==> config.mk <==
export PLATFORM = sky130hd
export DESIGN_NAME = aftab_csr_access_ctrl
export DESIGN_NICKNAME = d
export VERILOG_FILES = /design/src/rtl/aftab_csr_access_ctrl.sv
export SDC_FILE = /design/constraint.sdc
export NUM_CORES = 1
export LEC_CHECK = 0
export CAP_MARGIN = 20
export CORE_AREA = 5 5 104 106
export CTS_CLUSTER_DIAMETER = 50
export DETAILED_ROUTE_END_ITERATION = 8
export DIE_AREA = 0 0 109 111
export PLACE_DENSITY = 0.78
export SETUP_SLACK_MARGIN = 0.4
export SYNTH_ARGS = -nofsm -noshare
export SYNTH_HDL_FRONTEND = slang
export SYNTH_SLANG_ARGS = --single-unit
==> constraint.sdc <==
create_clock -name clk -period 2.7 [get_ports clk]
set_input_delay 0.675 -clock clk [delete_from_list [all_inputs] [get_ports clk]]
set_output_delay 0.675 -clock clk [all_outputs]
set_load 0.1 [all_outputs]
==> src/rtl/aftab_csr_access_ctrl.sv <==
// Sequencer for RISC-V Zicsr instructions: check the address, read the CSR, write it back and
// return the old value to rd. Every strobe is decoded from the state and is forced low by reset.
module aftab_csr_access_ctrl #(
    parameter int len = 32
) (
    input  logic            clk,
    input  logic            rst,
    input  logic            startCSR,
    input  logic [2:0]      funct3,
    input  logic [11:0]     csrAddr,
    input  logic [len-1:0]  rs1Data,
    input  logic [4:0]      uimm,
    input  logic            rdIsZero,
    input  logic            validAddressCSR,
    input  logic [len-1:0]  csrReadData,
    output logic [11:0]     addressRegBank,
    output logic            readRegBank,
    output logic            writeRegBank,
    output logic [len-1:0]  csrWriteData,
    output logic            rdWriteEn,
    output logic [len-1:0]  rdWriteData,
    output logic            busy,
    output logic            doneCSR,
    output logic            illegalInstr
);

    typedef enum logic [2:0] {
        IDLE,
        CHECK,
        READ,
        WRITE,
        DONE,
        ILLEGAL
    } state_t;

    state_t           state_q, state_d;
    logic [1:0]       opcode_q, opcode_d;
    logic [11:0]      addr_q, addr_d;
    logic             rdZero_q, rdZero_d;
    logic [len-1:0]   operand_q, operand_d;
    logic             srcZero_q, srcZero_d;
    logic [len-1:0]   oldValue_q, oldValue_d;

    logic             readStrobe, writeStrobe, rdStrobe, doneStrobe, illStrobe;
    logic             isRW;
    logic [len-1:0]   newOperand;

    assign isRW       = (opcode_q == 2'b01);
    assign newOperand = funct3[2] ? {{(len-5){1'b0}}, uimm} : rs1Data;

    always_ff @(posedge clk) begin
        if (rst) begin
            state_q    <= IDLE;
            opcode_q   <= 2'b00;
            addr_q     <= 12'h000;
            rdZero_q   <= 1'b0;
            operand_q  <= '0;
            srcZero_q  <= 1'b0;
            oldValue_q <= '0;
        end else begin
            state_q    <= state_d;
            opcode_q   <= opcode_d;
            addr_q     <= addr_d;
            rdZero_q   <= rdZero_d;
            operand_q  <= operand_d;
            srcZero_q  <= srcZero_d;
            oldValue_q <= oldValue_d;
        end
    end

    always_comb begin
        state_d     = state_q;
        opcode_d    = opcode_q;
        addr_d      = addr_q;
        rdZero_d    = rdZero_q;
        operand_d   = operand_q;
        srcZero_d   = srcZero_q;
        oldValue_d  = oldValue_q;
        readStrobe  = 1'b0;
        writeStrobe = 1'b0;
        rdStrobe    = 1'b0;
        doneStrobe  = 1'b0;
        illStrobe   = 1'b0;
        unique case (state_q)
            IDLE: begin
                if (startCSR) begin
                    opcode_d  = funct3[1:0];
                    addr_d    = csrAddr;
                    rdZero_d  = rdIsZero;
                    operand_d = newOperand;
                    srcZero_d = (newOperand == '0);
                    state_d   = CHECK;
                end
            end
            CHECK: begin
                if (!validAddressCSR || opcode_q == 2'b00) state_d = ILLEGAL;
                else                                      state_d = READ;
            end
            READ: begin
                // CSRRW(I) into x0 must not cause read side effects
                readStrobe = !(isRW && rdZero_q);
                oldValue_d = readStrobe ? csrReadData : '0;
                state_d    = WRITE;
            end
            WRITE: begin
                writeStrobe = isRW || !srcZero_q;
                rdStrobe    = !rdZero_q;
                state_d     = DONE;
            end
            DONE: begin
                doneStrobe = 1'b1;
                state_d    = IDLE;
            end
            ILLEGAL: begin
                doneStrobe = 1'b1;
                illStrobe  = 1'b1;
                state_d    = IDLE;
            end
            default: state_d = IDLE;
        endcase
    end

    always_comb begin
        csrWriteData = '0;
        if (state_q == WRITE) begin
            unique case (opcode_q)
                2'b01:   csrWriteData = operand_q;
                2'b10:   csrWriteData = oldValue_q | operand_q;
                2'b11:   csrWriteData = oldValue_q & ~operand_q;
                default: csrWriteData = '0;
            endcase
        end
    end

    assign readRegBank    = readStrobe  && !rst;
    assign writeRegBank   = writeStrobe && !rst;
    assign rdWriteEn      = rdStrobe    && !rst;
    assign doneCSR        = doneStrobe  && !rst;
    assign illegalInstr   = illStrobe   && !rst;
    assign rdWriteData    = (state_q == WRITE) ? oldValue_q : '0;
    assign busy           = (state_q != IDLE);
    assign addressRegBank = (state_q == IDLE) ? 12'h000 : addr_q;

endmodule

**Metal layers overlaid**

The bar under the picture is 20 µm long. Only two layers are drawn.
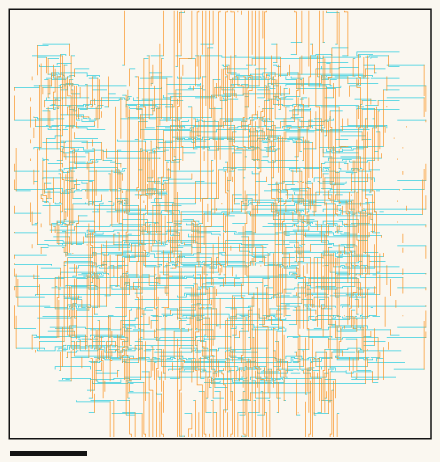
met1 -> cyan  # wire length 6110 µm
met2 -> orange  # wire length 7510 µm
Total Wirelength: 15.3 mm
Avg WL per Cell: 18.2 µm
routed vias: 4488
gr usage total: 24.7%

**Clock nets**

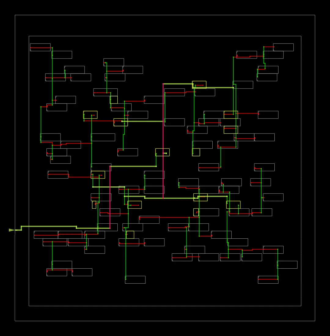
worst clock skew: 0.0123 ns
Clock Power: 0.799 mW
clk sink count: 83

**Signal wires on met2**

The bar under the picture is 20 µm long.
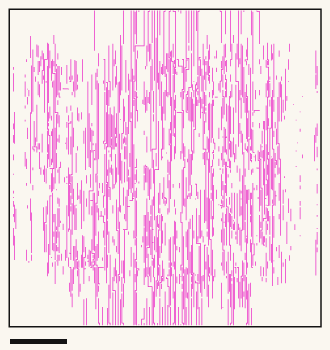
longest straight run = 41.8 µm
share of all routed wire = 49%
main direction = vertical
wire length on this layer = 7510 µm
nets with wire on the layer = 690
GR Util met2: 41.4%

**Signal wires on met3**

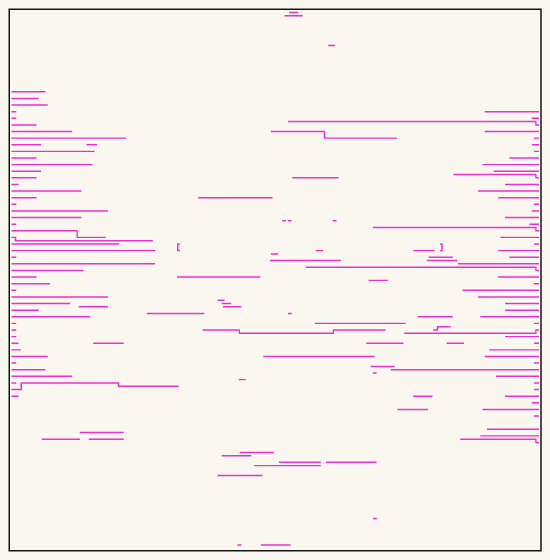
share of all routed wire = 8.4%
main direction = horizontal
nets with wire on the layer = 127
GRT met3 Usage: 7.75%

**Supply network**

The bar under the picture is 20 µm long. Pins as bars on the die edge.
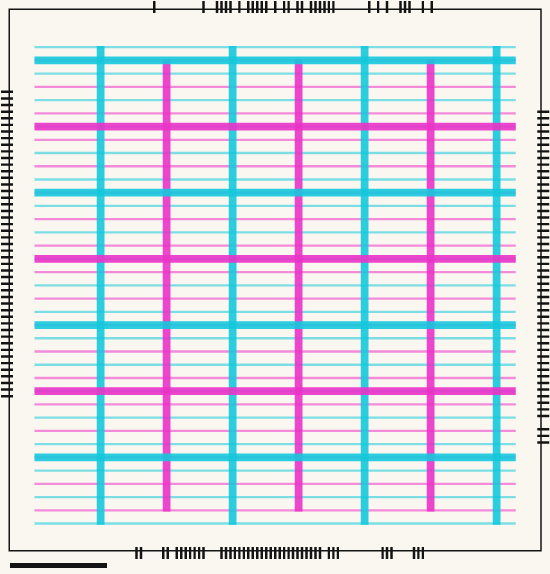
VSS -> cyan
VDD -> magenta
met1 rails = 37
met5 straps = 7
met4 straps = 7
rows = 36

==> CHANGELOG.md <==
### Metrics

* Mux frac, synth at 3.64%
* Die Wd at 109 µm
* Synth cell count leaders: nand2_1 (87), nor2_1 (86), dfxtp_1 (83)
* H-Tree Depth at 3
* Port Buf Inserts at 170
* Via density at 5.33
* Top Registers: oldValue_q (32), operand_q (32), addr_q (12)
* CTS max path bufs at 2
* Pwr Density at 360 nW/µm²
* Setup crit end kind: output port
* Root Buffer: clkbuf_8
* NetSw at 0.833 mW
* Top FF cell, synth: dfxtp_1
* Sw Share at 30.4%
* Final min period at 2.33 ns
* Cell area after layout at 7600 µm²
* First-pass GRT wire length at 23.5 mm
* CTS tree: built
* Fin Setup TNS at 0 ns
* Startpoint class of the critical path: register
* Yosys top cell by instances: nand2_1
* Drt first pass iters at 4
* Library cells used by synthesis at 35
* ANT nets after route at 0
* Outcome: complete, no violations
* Io pins at 171
-- layer usage --
metal	share of wire, %	global-route usage (%)	up-vias
met2	49	41.4	178
met1	40	29.7	2130
met4	2.8	7.41	0
met5	0	0	-
li1	-	-	2152
met3	8.4	7.75	28
-- per-stage QoR --
step | hold WS, ns | util, %
finish | 0.455 | 78.5
global route | 0.471 | 78.5
CTS | 0.460 | 77.2
detailed placement | 0.447 | 73.6
global placement | 0.438 | 73.6
floorplan | 0.432 | -
-- layout make-up --
cell class	instances	share of cell area, %
Timing Repair Buffer	202	38.3
Multi-Input combinational cell	398	34.6
Sequential cell	83	22.1
Tap cell	133	2.19
Clock buffer	11	1.86
Inverter	11	0.543
Clock inverter	4	0.362
-- tightest hold or removal path: stages, from the launching register on --
cell and delay, ns:
dfxtp_1 0.32, nand2_1 0.05, a21oi_1 0.05
No activity file was given, so power comes from the tool's default toggle rates.
